**src/rtl/usb_sync_fifo.sv**
```systemverilog
// usb_sync_fifo: single-clock byte FIFO with early full/empty flags between ezusb_if and the core
// Ports:
//   clk, rst         clock; asynchronous active-high reset
//   wr, wdata        write strobe and data
//   rd, rdata        read strobe; registered data one cycle after an accepted read
//   full, fullm1     count == DEPTH, count >= DEPTH-1
//   empty, emptyp1   count == 0, count <= 1
//   level            occupancy 0..DEPTH
//   ovf, udf         sticky write-while-full / read-while-empty errors
//   clr_err          synchronous clear of ovf and udf (a coincident error wins)
module usb_sync_fifo #(
    parameter int DW = 8,
    parameter int AW = 4
) (
    input  logic          clk,
    input  logic          rst,
    input  logic          wr,
    input  logic [DW-1:0] wdata,
    input  logic          rd,
    output logic [DW-1:0] rdata,
    output logic          full,
    output logic          fullm1,
    output logic          empty,
    output logic          emptyp1,
    output logic [AW:0]   level,
    output logic          ovf,
    output logic          udf,
    input  logic          clr_err
);
    localparam int N = 1 << AW;
    localparam logic [AW:0] DEPTH = (AW+1)'(N);
    logic [DW-1:0] mem [0:N-1];
    logic [AW-1:0] wptr, rptr;
    logic [AW:0]   count, count_n;
    logic          wr_ok, rd_ok;
    assign wr_ok = wr & (~full | rd);
    assign rd_ok = rd & ~empty;
    assign level = count;
    always_comb count_n = (wr_ok && !rd_ok) ? count + 1'b1 : (rd_ok && !wr_ok) ? count - 1'b1 : count;
    // Storage is deliberately not reset; read of the old entry when wptr == rptr falls out of NBA ordering.
    always_ff @(posedge clk) begin
        if (wr_ok) mem[wptr] <= wdata;
    end
    // Flags are decoded from the next count and registered so they never glitch.
    always_ff @(posedge clk or posedge rst) begin
        if (rst) begin
            wptr    <= '0;
            rptr    <= '0;
            count   <= '0;
            rdata   <= '0;
            full    <= 1'b0;
            fullm1  <= 1'b0;
            empty   <= 1'b1;
            emptyp1 <= 1'b1;
            ovf     <= 1'b0;
            udf     <= 1'b0;
        end else begin
            if (wr_ok) wptr <= wptr + 1'b1;
            if (rd_ok) begin
                rptr  <= rptr + 1'b1;
                rdata <= mem[rptr];
            end
            count   <= count_n;
            full    <= count_n == DEPTH;
            fullm1  <= count_n >= DEPTH - 1'b1;
            empty   <= count_n == '0;
            emptyp1 <= count_n <= (AW+1)'(1);
            ovf     <= (wr & full & ~rd) | (ovf & ~clr_err);
            udf     <= (rd & empty) | (udf & ~clr_err);
        end
    end
endmodule

```
**config.mk**
```make
export PLATFORM = sky130hd
export DESIGN_NAME = usb_sync_fifo
export DESIGN_NICKNAME = d
export VERILOG_FILES = /design/src/rtl/usb_sync_fifo.sv
export SDC_FILE = /design/constraint.sdc
export NUM_CORES = 1
export LEC_CHECK = 0
export ABC_AREA = 1
export CORE_UTILIZATION = 55
export CTS_CLUSTER_DIAMETER = 60
export DETAILED_ROUTE_END_ITERATION = 8
export PLACE_DENSITY = 0.76
export SLEW_MARGIN = 15
export SYNTH_ARGS = -nofsm -noshare
export SYNTH_HDL_FRONTEND = slang
export SYNTH_SLANG_ARGS = --single-unit
```
**constraint.sdc**
```tcl
create_clock -name clk -period 3.5 [get_ports clk]
set_clock_uncertainty 0.2 [all_clocks]
set_input_delay 0.525 -clock clk [delete_from_list [all_inputs] [get_ports clk]]
set_output_delay 0.525 -clock clk [all_outputs]
set_load 0.005 [all_outputs]
```
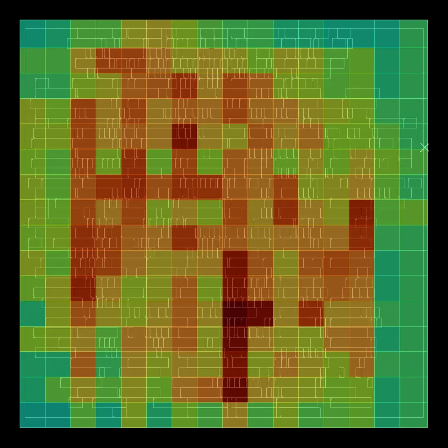
**Above:** run 1 (track usage over the die).
GR Layer Usage met3: 5.30%
GRT Total Usage: 25.1%
WL/cell: 19.1 um
GRT met2 Usage: 39.0%

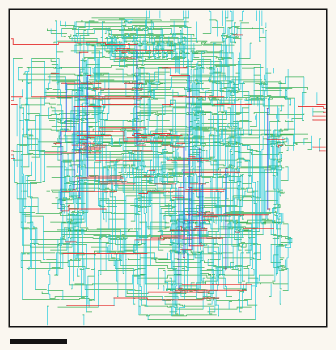
**Above:** run 1 (metal layers overlaid).
Scale bar: 20 um.
cyan -> metal 2  # wire length 6860 um
red -> metal 3  # wire length 995 um
green -> metal 1  # wire length 6280 um
blue -> metal 4  # wire length 471 um
via count: 4386
WL final: 14600 um

==> impl_metrics.tcl, run 1 <==
# place-and-route summary
set metrics [dict create \
    status "complete, but fails checks" \
    violations "design-rule violations" \
    largest_class "flip-flops and latches" \
    dp.cells 734 \
    finalNonFillerCells 766 \
    leakagePower_nw 2.89 \
    dieArea_um2 12300 \
    worstHoldEndpoint "rdata[4]" \
    ys_cells 580 \
    r2r_cells 5 \
    rsz0062_at_grt "no" \
    hold_depth 2 \
    fin_crit_sh_pct 70.6 \
    seq_share_pct 60.5 \
    cts_buffers 17 \
    gp_congestion 0.870 \
    top_power_group "sequential cells" \
    combGateArea_um2 1770 \
    well_tap_count 143 \
    dieHeight_um 111 \
    cp_cell_sequence "clkdlybuf4s50_1 -> inv_2 -> nand2_2 -> nand2_1 -> inv_1 -> nand2_1 -> nor2_1" \
    hold_buffers 0 \
    buffer_area_share_pct 4.55 \
    hold_class "reg -> reg" \
    ir_worst_vdd_mv 0.445 \
    synthAdderAreaFrac_pct 1.34 \
    ys_seq_share_pct 69.1 \
    vias_per_cell 5.73 \
    pre_cts_ws_ps 620 \
    pg_comb_mw 2.03 \
    post-cts-setup-buffer-count 0 \
    startpoint "rd" \
    cap_viol_max_count 0 \
    report.final.slew_viol_count 0 \
    synth_top_area_share_pct 58.7 \
    tool_warnings 30 \
    die_x_um 111 \
    internal-power_mw 3.99 \
    yosysTopAreaCell "edfxtp_1" \
    yosysMostFrequentCell "nand2_1" \
    critPathTopFamily "simple AND/OR/NAND/NOR gates" \
    drtIter0Drc 547 \
    fp_nets 600 \
    antenna_cells 0 \
    ys_sh_xor_pct 0.937 \
    rows 39 \
    drtAntennaViolNets 0 \
    flop-count 155 \
    dpl.hpwl_um 9330 \
    synth_cell_types 29 \
    grt_overflow 0 \
    worst-endpoint-required_ps 3350 \
    crit_path_end_kind "flop" \
    worst_path_most_repeated_cell "nand2_1" \
    initial_utilization_pct 56.8 \
    ys.flops 155 \
    clock_path_buffers 2 \
    pwr-share-comb_pct 32.6 \
    finalWorstSetupSlack_ps 1030 \
    post-route-drc-count 2 \
    pin_count 32 \
    fin_nets 630 \
    clockRootBuffer "clkbuf_16" \
    path_class "in -> reg" \
    top_register "mem" \
    whs_ps 282 \
    path_clk_slew_ps 60 \
    logic_gates 373 \
    crit_fanout 8 \
    netlist_instances 580 \
    wl_met2_um 6860 \
    regArea_um2 4520 \
    common_cells "nand2_1, edfxtp_1, nand3_1" \
    grt_use_met1_pct 34.5 \
    grt_pass1_vias 4200 \
    insertion_delay_ps 420 \
    netlist_logic_family_top "simple AND/OR/NAND/NOR gates" \
    hp-start "rdata[4]" \
    wl_met1_um 6280 \
    setup-violations-final 0 \
    cts_repair_resize_count 0 \
    crit_arrival_ps 2320 \
    seq_power_mw 2.47 \
    crit_end "mem[13][6]" \
    final_hold_viol_count 0 \
    syn_to_final_growth_pct 14.2 \
    sequentialPowerShare_pct 39.7 \
    drive_above_1_share_pct 7.70 \
    p_per_area_nw_per_um2 832 \
]
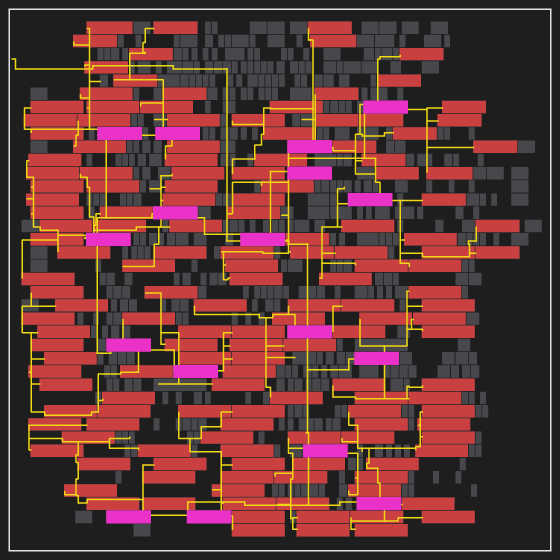
**Above:** run 1 (clock distribution).
red -> flip-flops  # count 155
magenta -> clock drivers  # count 17
yellow -> clock wires  # length 1560 um
routed clock nets = 18
flops lie = widely spread

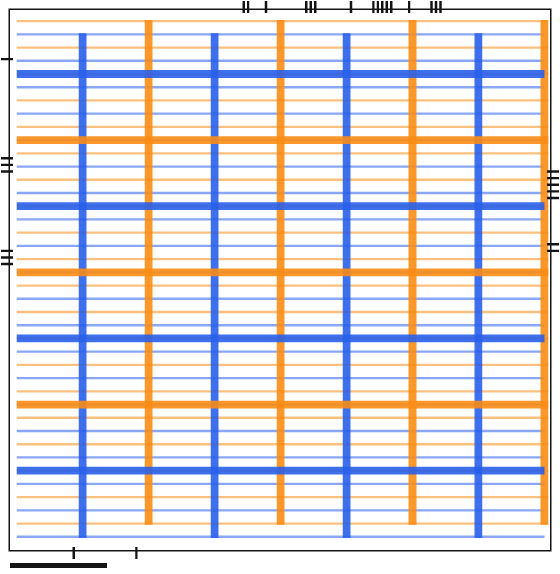
**Above:** run 1 (supply network).
Scale bar: 20 um. Pins as bars on the die edge.
blue -> VSS
orange -> VDD
signal pins = 32
met4 straps = 8
rows = 39
met1 rails = 40
met5 straps = 7

**Run 1: cells colored by class**

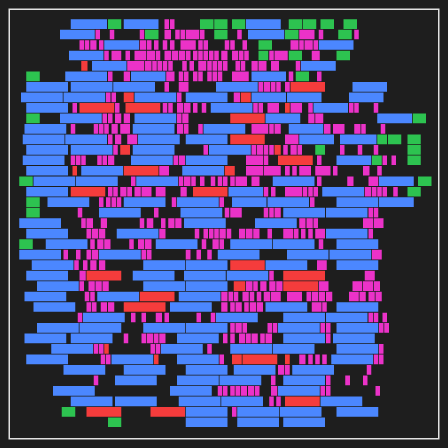

==> run 1 -> run 2 <==
--- a/config.mk
+++ b/config.mk
@@ -6,10 +6,10 @@
 export NUM_CORES = 1
 export LEC_CHECK = 0
 export ABC_AREA = 1
-export CORE_UTILIZATION = 55
+export CORE_UTILIZATION = 54
 export CTS_CLUSTER_DIAMETER = 60
 export DETAILED_ROUTE_END_ITERATION = 8
-export PLACE_DENSITY = 0.76
+export PLACE_DENSITY = 0.78
 export SLEW_MARGIN = 15
 export SYNTH_ARGS = -nofsm -noshare
 export SYNTH_HDL_FRONTEND = slang
==> constraint.sdc (replaced) <==
create_clock -name clk -period 2.05 [get_ports clk]
set_clock_uncertainty 0.2 [all_clocks]
set_input_delay 0.3075 -clock clk [delete_from_list [all_inputs] [get_ports clk]]
set_output_delay 0.3075 -clock clk [all_outputs]
set_load 0.005 [all_outputs]
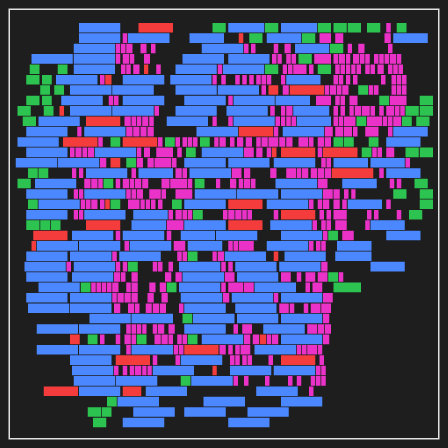
**Above:** run 2 (cells colored by class).
green -> remaining buffers and delay cells  # cells 76
magenta -> combinational and other logic  # cells 401
blue -> sequential cells  # cells 155
red -> clock drivers and dummy loads  # cells 32
sequential cell area share: 58.2%
final core occ: 66.9%
row count: 39
Core Area: 11600 um^2

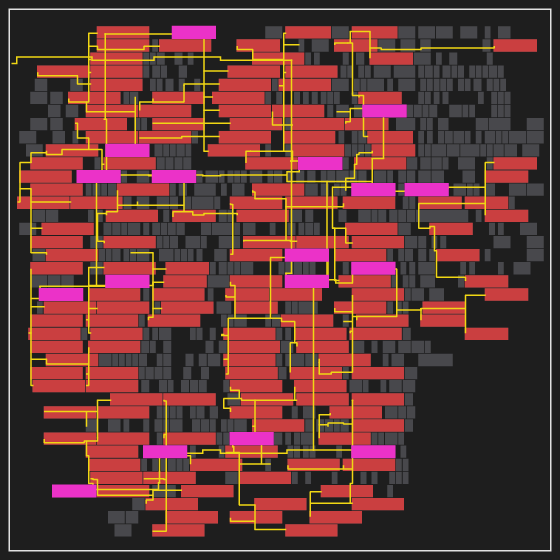
**Above:** run 2 (clock distribution).
yellow -> clock wires  # length 1620 um
magenta -> clock drivers  # count 17
red -> flip-flops  # count 155
routed clock nets = 18
clk latency late pin: 420 ps
clock-net power: 2.82 mW

==> run 2 against run 1 <==
Effect of this change:
- first-iteration DRC count is 1.6% lower
- area after synthesis stayed put
- worst setup slack worse by 1000 ps
- sequential power is 72% higher
- highest routed layer unchanged
- the run still ends with design-rule violations left
- largest cell class unchanged
- total power is 70% higher
==> impl_metrics.tcl, run 2 <==
# place-and-route summary
set metrics [dict create \
    grt_overflow 0 \
    fp_nets 600 \
    critPathTopFamily "flip-flops" \
    setup-violations-final 0 \
    r2r_cells 6 \
    drt-total-wl_um 14500 \
    gp_congestion 0.911 \
    dieArea_um2 12600 \
    comb_area_share_pct 22.8 \
    top_register "mem" \
    top_power_group "sequential cells" \
    fin_nets 671 \
    ys_sh_xor_pct 0.937 \
    initial_utilization_pct 56.4 \
    p_sw_mw 3.73 \
    pg_comb_mw 3.51 \
    grt_pass1_vias 4429 \
    vias 4505 \
    internal-power_mw 6.85 \
    whs_ps 47.6 \
    vias_per_cell 5.58 \
    buffer_area_share_pct 8.50 \
    finalWorstSetupSlack_ps 33.2 \
    synth_cell_types 29 \
    ys.flops 155 \
    finalNonFillerCells 807 \
    violations "design-rule violations" \
    wl_met1_um 6020 \
    drtAntennaViolNets 0 \
    grt_use_met1_pct 32.8 \
    max_stage_delay_ps 570 \
    status "complete, but fails checks" \
    yosysMostFrequentCell "nand2_1" \
    wl_met2_um 7030 \
    common_cells "nand2_1, edfxtp_1, nand3_1" \
    cts_buffers 17 \
    p_per_area_nw_per_um2 1360 \
    crit_fanout 3 \
    netlist_instances 580 \
    cts_repair_resize_count 0 \
    path_class "reg -> out" \
    clock_path_buffers 2 \
    ys_seq_share_pct 69.1 \
    flop-count 155 \
    clockRootBuffer "clkbuf_16" \
    seq_power_mw 4.24 \
    wl_per_cell_um 18.0 \
    well_tap_count 143 \
    hold_buffers 0 \
    yosysTopAreaCell "edfxtp_1" \
    path_clk_slew_ps 60 \
    netlist_logic_family_top "simple AND/OR/NAND/NOR gates" \
    worst-endpoint-required_ps 1540 \
    drive_above_1_share_pct 13.1 \
    regArea_um2 4520 \
    dpl.hpwl_um 9950 \
    crit_arrival_ps 1510 \
    cap_viol_max_count 0 \
    final_hold_viol_count 0 \
    antenna_cells 0 \
    report.final.slew_viol_count 0 \
    pin_count 32 \
    logic_gates 373 \
    drtIter0Drc 538 \
    fin_crit_sh_pct 98.4 \
    crit_cells 1 \
    post-route-drc-count 2 \
    leakagePower_nw 3.09 \
    startpoint "empty" \
    tool_warnings 30 \
    crit_end "empty" \
    pwr-share-comb_pct 33.2 \
    pre_cts_ws_ps -140 \
    dp.cells 775 \
    synth_top_area_share_pct 58.7 \
    n_all_buffers 76 \
    crit_path_end_kind "primary output" \
    hold_class "in -> async" \
    grtUsageMet2_pct 40.0 \
    cp_cell_sequence "clkdlybuf4s50_1" \
]
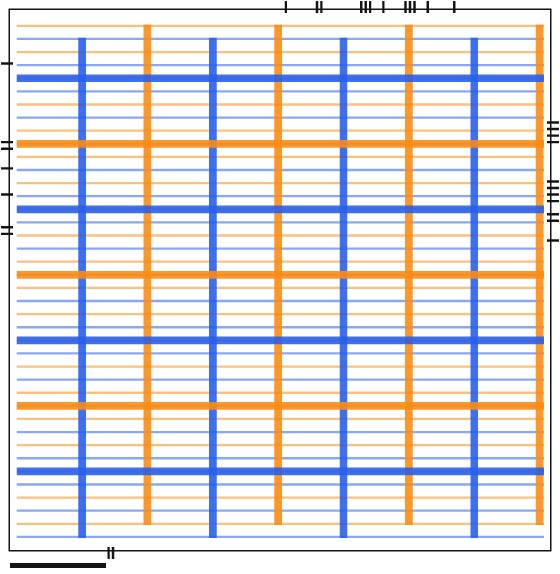
**Above:** run 2 (supply network).
Scale bar: 20 um. Pins as bars on the die edge.
orange -> VDD
blue -> VSS
met4 straps = 8
met1 rails = 40
Die Ht: 112 um
maximum VDD drop: 0.858 mV
die width: 112 um

Power and IR drop assume default switching activity.
